$ cat src/rtl/cnn_pkg.sv
// Shared types and constants for the classifier output path.
//   tx_state_t      : transmitter FSM states
//   rx_state_t      : loopback receiver FSM states
//   BAUD_DIV_115200 : clocks per bit at 50 MHz / 115200 baud
//   frame_word()    : builds the 8N1 frame {stop, data, start}
package cnn_pkg;

  localparam int unsigned BAUD_DIV_115200 = 434;
  localparam int unsigned BAUD_CNT_W      = 12;
  localparam int unsigned BIT_CNT_W       = 4;
  localparam int unsigned DATA_W          = 8;
  localparam int unsigned FRAME_W         = DATA_W + 2;

  typedef enum logic {
    IDLE     = 1'b0,
    TRANSMIT = 1'b1
  } tx_state_t;

  typedef enum logic [1:0] {
    RX_IDLE  = 2'd0,
    RX_START = 2'd1,
    RX_DATA  = 2'd2,
    RX_STOP  = 2'd3
  } rx_state_t;

  // Stop bit in the MSB, start bit in the LSB so the frame shifts out from bit 0.
  function automatic logic [FRAME_W-1:0] frame_word(input logic [DATA_W-1:0] data);
    return {1'b1, data, 1'b0};
  endfunction

endpackage

$ cat src/rtl/uart_rx.sv
// 8N1 UART receiver, companion to uart_tx; used as a loopback checker on bring-up.
// Ports:
//   clk, rst      : clock, asynchronous active-high reset
//   rx            : serial input (idle 1)
//   rx_data       : last received byte
//   rx_rdy        : one-cycle pulse when rx_data/rx_frame_err are updated
//   rx_frame_err  : stop bit of the last frame sampled as 0
module uart_rx
  import cnn_pkg::*;
#(
  parameter int unsigned BAUD_DIV = BAUD_DIV_115200
) (
  input  logic              clk,
  input  logic              rst,
  input  logic              rx,
  output logic [DATA_W-1:0] rx_data,
  output logic              rx_rdy,
  output logic              rx_frame_err
);

  localparam logic [BAUD_CNT_W-1:0] BAUD_LAST = BAUD_CNT_W'(BAUD_DIV - 1);
  localparam logic [BAUD_CNT_W-1:0] HALF_LAST = BAUD_CNT_W'(BAUD_DIV / 2 - 1);

  rx_state_t               state_q, state_d;
  logic                    rx_meta_q, rx_sync_q;
  logic [BAUD_CNT_W-1:0]   cnt_q, cnt_d;
  logic [2:0]              bit_q, bit_d;
  logic [DATA_W-1:0]       shift_q, shift_d;
  logic [DATA_W-1:0]       data_q, data_d;
  logic                    rdy_q, rdy_d;
  logic                    ferr_q, ferr_d;

  // Two-flop synchronizer; idles high so reset does not fake a start bit.
  always_ff @(posedge clk or posedge rst) begin
    if (rst) begin
      rx_meta_q <= 1'b1;
      rx_sync_q <= 1'b1;
    end else begin
      rx_meta_q <= rx;
      rx_sync_q <= rx_meta_q;
    end
  end

  // State and datapath registers.
  always_ff @(posedge clk or posedge rst) begin
    if (rst) begin
      state_q <= RX_IDLE;
      cnt_q   <= '0;
      bit_q   <= '0;
      shift_q <= '0;
      data_q  <= '0;
      rdy_q   <= 1'b0;
      ferr_q  <= 1'b0;
    end else begin
      state_q <= state_d;
      cnt_q   <= cnt_d;
      bit_q   <= bit_d;
      shift_q <= shift_d;
      data_q  <= data_d;
      rdy_q   <= rdy_d;
      ferr_q  <= ferr_d;
    end
  end

  // Start edge, re-check at mid start bit, then sample every bit period at mid-bit.
  always_comb begin
    state_d = state_q;
    cnt_d   = cnt_q;
    bit_d   = bit_q;
    shift_d = shift_q;
    data_d  = data_q;
    rdy_d   = 1'b0;
    ferr_d  = ferr_q;
    case (state_q)
      RX_IDLE: begin
        cnt_d = '0;
        bit_d = '0;
        if (!rx_sync_q) state_d = RX_START;
      end
      RX_START: begin
        if (cnt_q == HALF_LAST) begin
          cnt_d   = '0;
          state_d = rx_sync_q ? RX_IDLE : RX_DATA;
        end else begin
          cnt_d = cnt_q + BAUD_CNT_W'(1);
        end
      end
      RX_DATA: begin
        if (cnt_q == BAUD_LAST) begin
          cnt_d   = '0;
          shift_d = {rx_sync_q, shift_q[DATA_W-1:1]};
          bit_d   = bit_q + 3'd1;
          if (bit_q == 3'd7) state_d = RX_STOP;
        end else begin
          cnt_d = cnt_q + BAUD_CNT_W'(1);
        end
      end
      RX_STOP: begin
        if (cnt_q == BAUD_LAST) begin
          cnt_d   = '0;
          data_d  = shift_q;
          ferr_d  = ~rx_sync_q;
          rdy_d   = 1'b1;
          state_d = RX_IDLE;
        end else begin
          cnt_d = cnt_q + BAUD_CNT_W'(1);
        end
      end
      default: state_d = RX_IDLE;
    endcase
  end

  assign rx_data      = data_q;
  assign rx_rdy       = rdy_q;
  assign rx_frame_err = ferr_q;

endmodule

$ cat config.mk
export PLATFORM = sky130hd
export DESIGN_NAME = uart_rx
export DESIGN_NICKNAME = d
export VERILOG_FILES = /design/src/rtl/cnn_pkg.sv /design/src/rtl/uart_rx.sv
export SDC_FILE = /design/constraint.sdc
export NUM_CORES = 1
export LEC_CHECK = 0
export CAP_MARGIN = 20
export CORE_MARGIN = 1
export CORE_UTILIZATION = 55
export CTS_CLUSTER_SIZE = 8
export DETAILED_ROUTE_END_ITERATION = 12
export PLACE_DENSITY = 0.78
export RECOVER_POWER = 25
export REMOVE_ABC_BUFFERS = 1
export SKIP_LAST_GASP = 1
export SLEW_MARGIN = 20
export SYNTH_ARGS = -nofsm -noshare
export SYNTH_HDL_FRONTEND = slang
export SYNTH_SLANG_ARGS = --single-unit
$ cat constraint.sdc
create_clock -name clk -period 2.4 [get_ports clk]
set_input_delay 0.6 -clock clk [delete_from_list [all_inputs] [get_ports clk]]
set_output_delay 0.6 -clock clk [all_outputs]
set_load 0.02 [all_outputs]
==> run_1/congestion.png <==
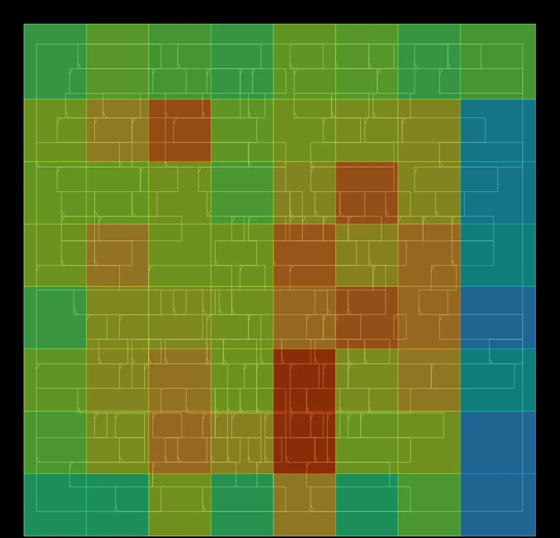
met3 Usage GRT: 5.53%
met1 global-route usage: 26.7%
wire length per cell: 14.8 µm

==> run_1/logic_types.png <==
Scale: 6 px per µm.
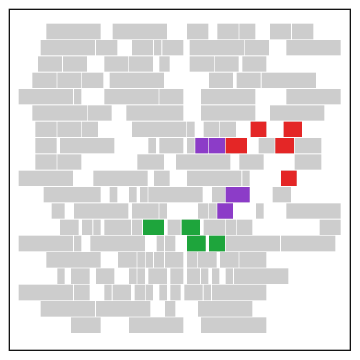
Key: green = AND and OR gates [cells 4]; purple = inverting AOI/OAI gates [cells 4]; red = AND-OR and OR-AND gates [cells 5, where right middle]

==> metrics.cfg, run 1 <==
[run_status]
status = completed

[cts]
cts_setup_buffers = 0
numCtsBuffers = 5
cts.sinks = 37
cts.path.max_buffers = 2

[worst_setup_path]
rr_endpoint = cnt_q[4]$_DFF_PP0_
startpoint = cnt_q[0]$_DFF_PP0_
crit_fanout = 12
crit_chain = inv_1 -> ha_1 -> or3b_2 -> o31ai_1 -> a21boi_2 -> nor2_1
arrival_ns = 2.43
ff2ff_setup_slack_ns = 0.17
timing.rr.start = cnt_q[0]$_DFF_PP0_

[synth]
synth_cells = 133
yosys_warnings = 0
edf_count = 0
yosys_cells = 133
numSynthFlops = 37

[final_layout]
stdcell_count = 182
layout.nets = 158
fillers = 208
drive_gt1_share_pct = 21.9

[min_path]
holdPathStages = 0
min_path_type = reg -> reg
whs_endpoint = rx_sync_q$_DFF_PP1_

[route]
drc = 0
ant_nets = 0

[placement]
dpl_cell_area_um2 = 1790
portBuffers = 12
finalWeightedCongestion = 0.750

[timing]
worst_pin_slew_ns = 0.870
slew_viol_final = 0
final.period_utilization_pct = 92.8
holdWs_ns = 0.362
timing.final.ws_setup_ns = 0.174

[power]
p_comb_share_pct = 1.4
sw_frac_of_total_pct = 19.7
power_uw = 1090
power-per-cell-area_nw_per_um2 = 583

[global_routing]
overflow = 0
antenna_found_initial = 0
grt_pass1_vias = 1082
grt_max_degree = 38

[job]
warnings = 27

[die]
ios = 13
die_h_um = 56.6

==> run_1/layer_met3.png <==
Scale: 8 px per µm.
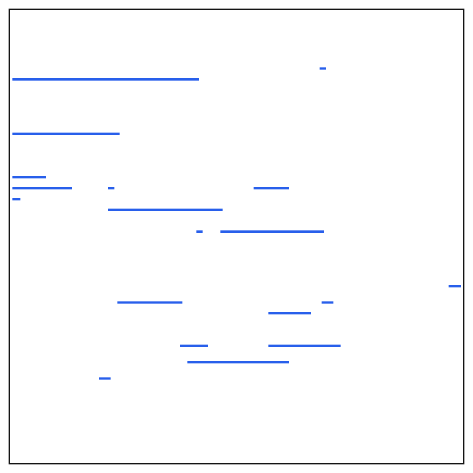
The longest straight run is 23.0 µm. The layer carries 120 µm of wire. 13 nets have wire on it. The layer holds 4.5% of the routed length.
Post-Route WL: 2700 µm
via count: 1016

==> run 1: state kept, by name (all words and copies together), names as in the netlist, named ones only <==
name,cells
cnt_q,12
bit_q,3
rx_meta_q,1
shift_q,8
rx_frame_err,1
state_q,1
rx_rdy,1
rx_sync_q,1
rx_data,8
==> run 1: power groups by stage <==
stage | registers [µW] | logic, µW | clock network, µW
after floorplan | 639 | 9.59 | 0
after global placement | 639 | 16.9 | 0
after detailed placement | 639 | 17.6 | 0
after CTS | 627 | 17.5 | 463
after global routing | 628 | 18.5 | 481
final | 627 | 15.0 | 450
==> run 1: layer usage <==
metal  global-route usage (%)  vias to the layer above  wire length [µm]
li1                         -                      492                 -
met1                     26.7                      492              1290
met2                     29.4                       24              1220
met3                     5.53                        8               120
met4                     11.5                        0                72
met5                        0                        -                 0
==> run 1: cell usage after synthesis (all sizes together) (4+ instances only) <==
cell | count | area share [%]
dfrtp | 35 | 53
ha | 5 | 3.8
inv | 7 | 1.6
mux2 | 17 | 12
nand2 | 4 | 0.92
nand3 | 6 | 2.1
nor2 | 16 | 4.1
nor3 | 5 | 1.5
xnor2 | 8 | 4.3
==> run 1: layout make-up <==
class / instances / share of cell area [%]
sequential: 37 / 49.6
multi-input combinational: 85 / 35.3
timing repair buffer: 14 / 7.08
clock buffer: 7 / 2.94
tap: 31 / 2.07
clock inverter: 1 / 1.60
inverter: 7 / 1.40
==> run 1: cells by family (layout without fill, tap and decap cells) <==
group | count (synthesis) | count (layout) | synth area share, %
AND-OR/OR-AND | 9 | 9 | 4.58
XOR/XNOR | 10 | 10 | 5.34
flip-flops | 37 | 37 | 56.6
AND/OR/NAND/NOR | 44 | 44 | 15.0
multiplexers | 17 | 17 | 11.7
adder cells (fa/ha/maj) | 5 | 5 | 3.81
buffers and inverters | 11 | 29 | 3.05
==> run 2, diff against run 1 <==
Settings changed: CTS_BUF_LIST set to sky130_fd_sc_hd__clkbuf_8, SKIP_LAST_GASP 1 to not set.
==> run_2/congestion.png <==
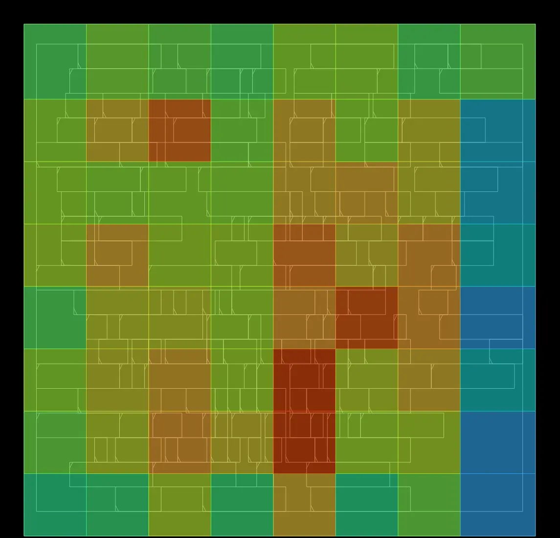
met1 global-route usage: 26.2%
wire length per cell: 14.9 µm
busiest grt layer: met2
Overall Global Routing Usage: 20.0%
Core Util, Final: 68.5%

==> run_2/logic_types.png <==
Scale: 6 px per µm.
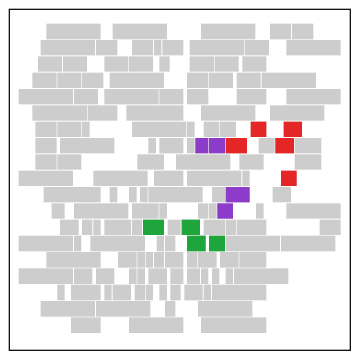
Key: red = AND-OR and OR-AND gates [cells 5, where right middle]; purple = inverting AOI/OAI gates [cells 4]; green = AND and OR gates [cells 4]

==> metrics.cfg, run 2 <==
[run_status]
status = completed

[die]
fp.dieW_um = 56.6
die_h_um = 56.6
ios = 13

[power]
power_uw = 1190
power-per-cell-area_nw_per_um2 = 624

[worst_setup_path]
timing.rr.start = cnt_q[0]$_DFF_PP0_
rr_endpoint = cnt_q[7]$_DFF_PP0_
arrival_ns = 2.36
ff2ff_setup_slack_ns = 0.19
startpoint = cnt_q[0]$_DFF_PP0_

[synth]
synth_cells = 133
edf_count = 0
top_cell = dfrtp_1
synthTopCellsByCount = dfrtp_1, mux2_2, nor2_1
synth.top_cell.area_share_pct = 53.4
yosys_warnings = 0
yosys_cells = 133
numSynthFlops = 37

[global_routing]
overflow = 0
antenna_found_initial = 0
grt_pass1_vias = 1071
grt_max_degree = 38

[cts]
cts.sinks = 37
cts_setup_buffers = 0
numCtsBuffers = 5

[placement]
dpl_cell_area_um2 = 1790
portBuffers = 12
finalWeightedCongestion = 0.750

[timing]
fin_setup_tns_ns = 0
holdWs_ns = 0.360
worst_pin_slew_ns = 0.868
final.period_utilization_pct = 92.3

[final_layout]
drive_gt1_share_pct = 21.9
largest_reg_flops = 12
regMostFlops = cnt_q

[min_path]
min_path_type = reg -> reg
holdPathStages = 0
hp-start = rx_meta_q$_DFF_PP1_

[route]
totalWireLength_um = 2710
drc = 0
ant_nets = 0

[job]
warnings = 27

==> run_2/placement_by_type.png <==
Scale: 6 px per µm. Fill, decap, tap and diode cells in gray.
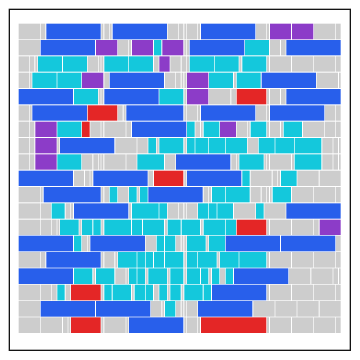
Key: blue = flops [cells 37, share of their area 50%]; cyan = combinational and other logic [cells 92, share of their area 37%]; red = clock drivers and dummy loads [cells 8, share of their area 6.2%]; purple = other buffers and delay cells [cells 14, share of their area 7.1%]
Core Region: 2780 µm²
sequential cell area share: 48.8%
design area: 1900 µm²
row count: 19

run 2: netlist changes by cell type in the layout (fill, tap and decap cells not counted):
| cell | delta |
|---|---|
| clkbuf_1 | -1 |
| clkbuf_4 | -5 |
| clkbuf_8 | +5 |
| inv_1 | +1 |
run 2: cell families after synthesis:
family	synth area share, %
flip-flops	56.6
buffers and inverters	3.05
adder cells (fa/ha/maj)	3.81
AND/OR/NAND/NOR	15.0
multiplexers	11.7
AND-OR/OR-AND	4.58
XOR/XNOR	5.34
run 2: area by class of cell:
| type | count | area [µm²] |
|---|---|---|
| Sequential cell | 37 | 928 |
| Fill cell | 200 | 877 |
| Multi-Input combinational cell | 85 | 662 |
| Timing Repair Buffer | 14 | 133 |
| Clock buffer | 6 | 82.6 |
| Tap cell | 31 | 38.8 |
| Clock inverter | 2 | 33.8 |
| Inverter | 7 | 26.3 |
run 2: worst min path at each step:
stage                                     end  slack [ns]
after floorplan           rx_sync_q$_DFF_PP1_        0.35
after global placement    rx_sync_q$_DFF_PP1_        0.35
after detailed placement  rx_sync_q$_DFF_PP1_        0.36
after CTS                 rx_sync_q$_DFF_PP1_        0.36
after global routing      rx_sync_q$_DFF_PP1_        0.37
final                     rx_sync_q$_DFF_PP1_        0.36
run 2: power by group:
part / total [µW] / internal (µW) / leakage (µW) / switching (µW)
registers: 628 / 626 / 0.000495 / 1.08
clock network: 546 / 334 / 0.0000626 / 211
logic: 15.0 / 2.95 / 0.000325 / 12.0
total: 1190 / 964 / 0.000883 / 224
run 2: routing by layer:
metal	track usage, %	vias up	routed length, µm
li1	-	493	-
met1	26.2	500	1270
met4	11.5	0	66
met2	29.9	20	1260
met5	0	-	0
met3	5.53	8	119
==> run 3, diff against run 2 <==
Settings changed: RECOVER_POWER 25 to 100.
==> run_3/logic_types.png <==
Scale: 6 px per µm.
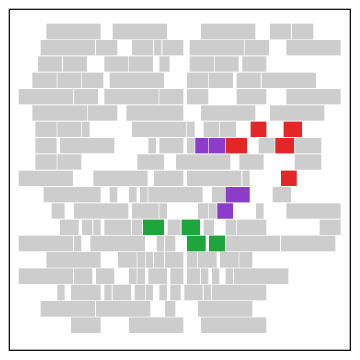
Key: purple = inverting AOI/OAI gates [cells 4]; red = AND-OR and OR-AND gates [cells 5, where right middle]; green = AND and OR gates [cells 4]

==> run_3/congestion.png <==
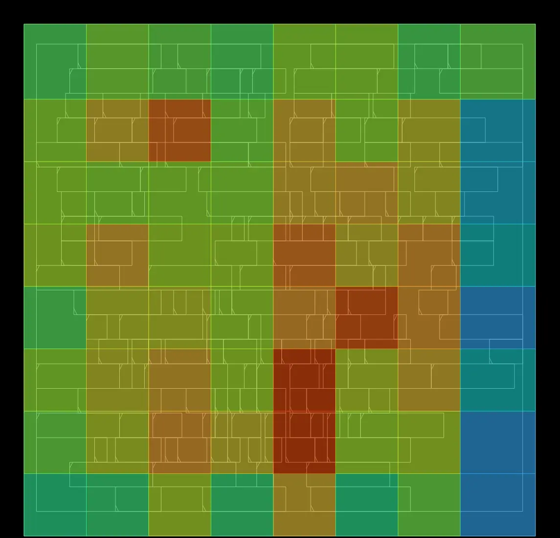
met2 Use GR: 29.9%
Core Util, Final: 68.1%
wire length per cell: 14.9 µm

==> metrics.cfg, run 3 <==
[worst_setup_path]
crit_fanout = 12
arrival_ns = 2.36
startpoint = cnt_q[0]$_DFF_PP0_
timing.rr.start = cnt_q[0]$_DFF_PP0_
crit_chain = inv_1 -> ha_1 -> or3b_2 -> o31ai_1 -> a21boi_2 -> nor2_1

[synth]
top_area_cell = dfrtp_1
synth.area.top_cells = dfrtp_1, mux2_2, xnor2_1, ha_1, nor2_1
synth_cells = 133
synthTopCellsByCount = dfrtp_1, mux2_2, nor2_1
synth.top_cell.area_share_pct = 53.4
yosys_cells = 133
numSynthFlops = 37
yosys_warnings = 0

[global_routing]
grt_max_degree = 38
gr-usage-all-layers_pct = 20.0
grt_pass1_vias = 1071

[die]
die_h_um = 56.6
ios = 13
core_area_um2 = 2780

[min_path]
holdPathStages = 0
min_path_type = reg -> reg
hp-start = rx_meta_q$_DFF_PP1_

[timing]
fin_setup_tns_ns = 0
final.period_utilization_pct = 92.3
worst_pin_slew_ns = 0.865

[route]
totalWireLength_um = 2720
ant_nets = 0

[placement]
dpl_cell_area_um2 = 1790

[final_layout]
drive_gt1_share_pct = 20.5
largest_reg_flops = 12

[power]
power-per-cell-area_nw_per_um2 = 628

[run_status]
status = completed

[cts]
cts_setup_buffers = 0

==> run_3/sizes.png <==
Scale: 6 px per µm.
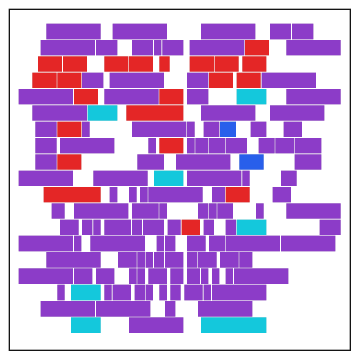
Key: purple = _0 and _1 cells [cells 120, share 79%, most used dfrtp_1]; blue = _3 and _4 cells [cells 2, share 1.3%]; red = _2 cells [cells 22, share 15%, most used mux2_2]; cyan = _6 and larger [cells 7, share 4.6%, most used clkbuf_8]
Syn-to-layout area delta: 15.4%
final worst setup slack: 0.185 ns

==> run 3: cell types whose count changed in the layout (fill, tap and decap cells not counted) <==
cell             delta
nand3_2             -1
nor4_1              +1
dlygate4sd3_1      +10
nor4_2              -1
clkdlybuf4s50_1    -10
nand3_1             +1
==> run 3: power breakdown <==
part           total [µW]  internal (µW)  switching (µW)
clock network         546            334             211
logic                14.9           2.95            12.0
registers             627            626            1.05
total                1190            964             224
==> run 3: cell families after synthesis <==
group | after synthesis | synth area share (%)
AOI/OAI and AO/OA | 9 | 4.58
xor gates and xnor gates | 10 | 5.34
adders and majority gates | 5 | 3.81
buffers and inverters | 11 | 3.05
DFF | 37 | 56.6
muxes | 17 | 11.7
and+or+nand+nor | 44 | 15.0
==> run 3: routing by layer <==
metal  routed length, µm  up-vias  GRT usage (%)  share of wire (%)
met4                  66        0           11.5                2.4
met1                1300      504           26.2                 48
met2                1260       17           29.9                 46
met5                   0        -              0                  0
met3                  99        8           5.53                3.6
li1                    -      492              -                  -
==> run 3: cell type report <==
type / instances / area [µm²]
fill: 203 / 888
sequential: 37 / 928
timing repair buffer: 14 / 133
tap: 31 / 38.8
multi-input combinational: 85 / 651
clock buffer: 6 / 82.6
clock inverter: 2 / 33.8
inverter: 7 / 26.3
==> run 3: final timing paths <==
| check | slack [ns] | to |
|---|---|---|
| setup / recovery | 0.19 | cnt_q[4]$_DFF_PP0_ |
| hold / removal | 0.36 | rx_sync_q$_DFF_PP1_ |
| setup reg to reg | 0.19 | cnt_q[4]$_DFF_PP0_ |
| hold reg to reg | 0.36 | rx_sync_q$_DFF_PP1_ |
| max in group asynchronous | 0.86 | cnt_q[8]$_DFF_PP0_ |
| min in group asynchronous | 1.00 | rx_data[4]$_DFFE_PP0P_ |
Power figures rest on the tool's default switching activity, not on a simulated workload.
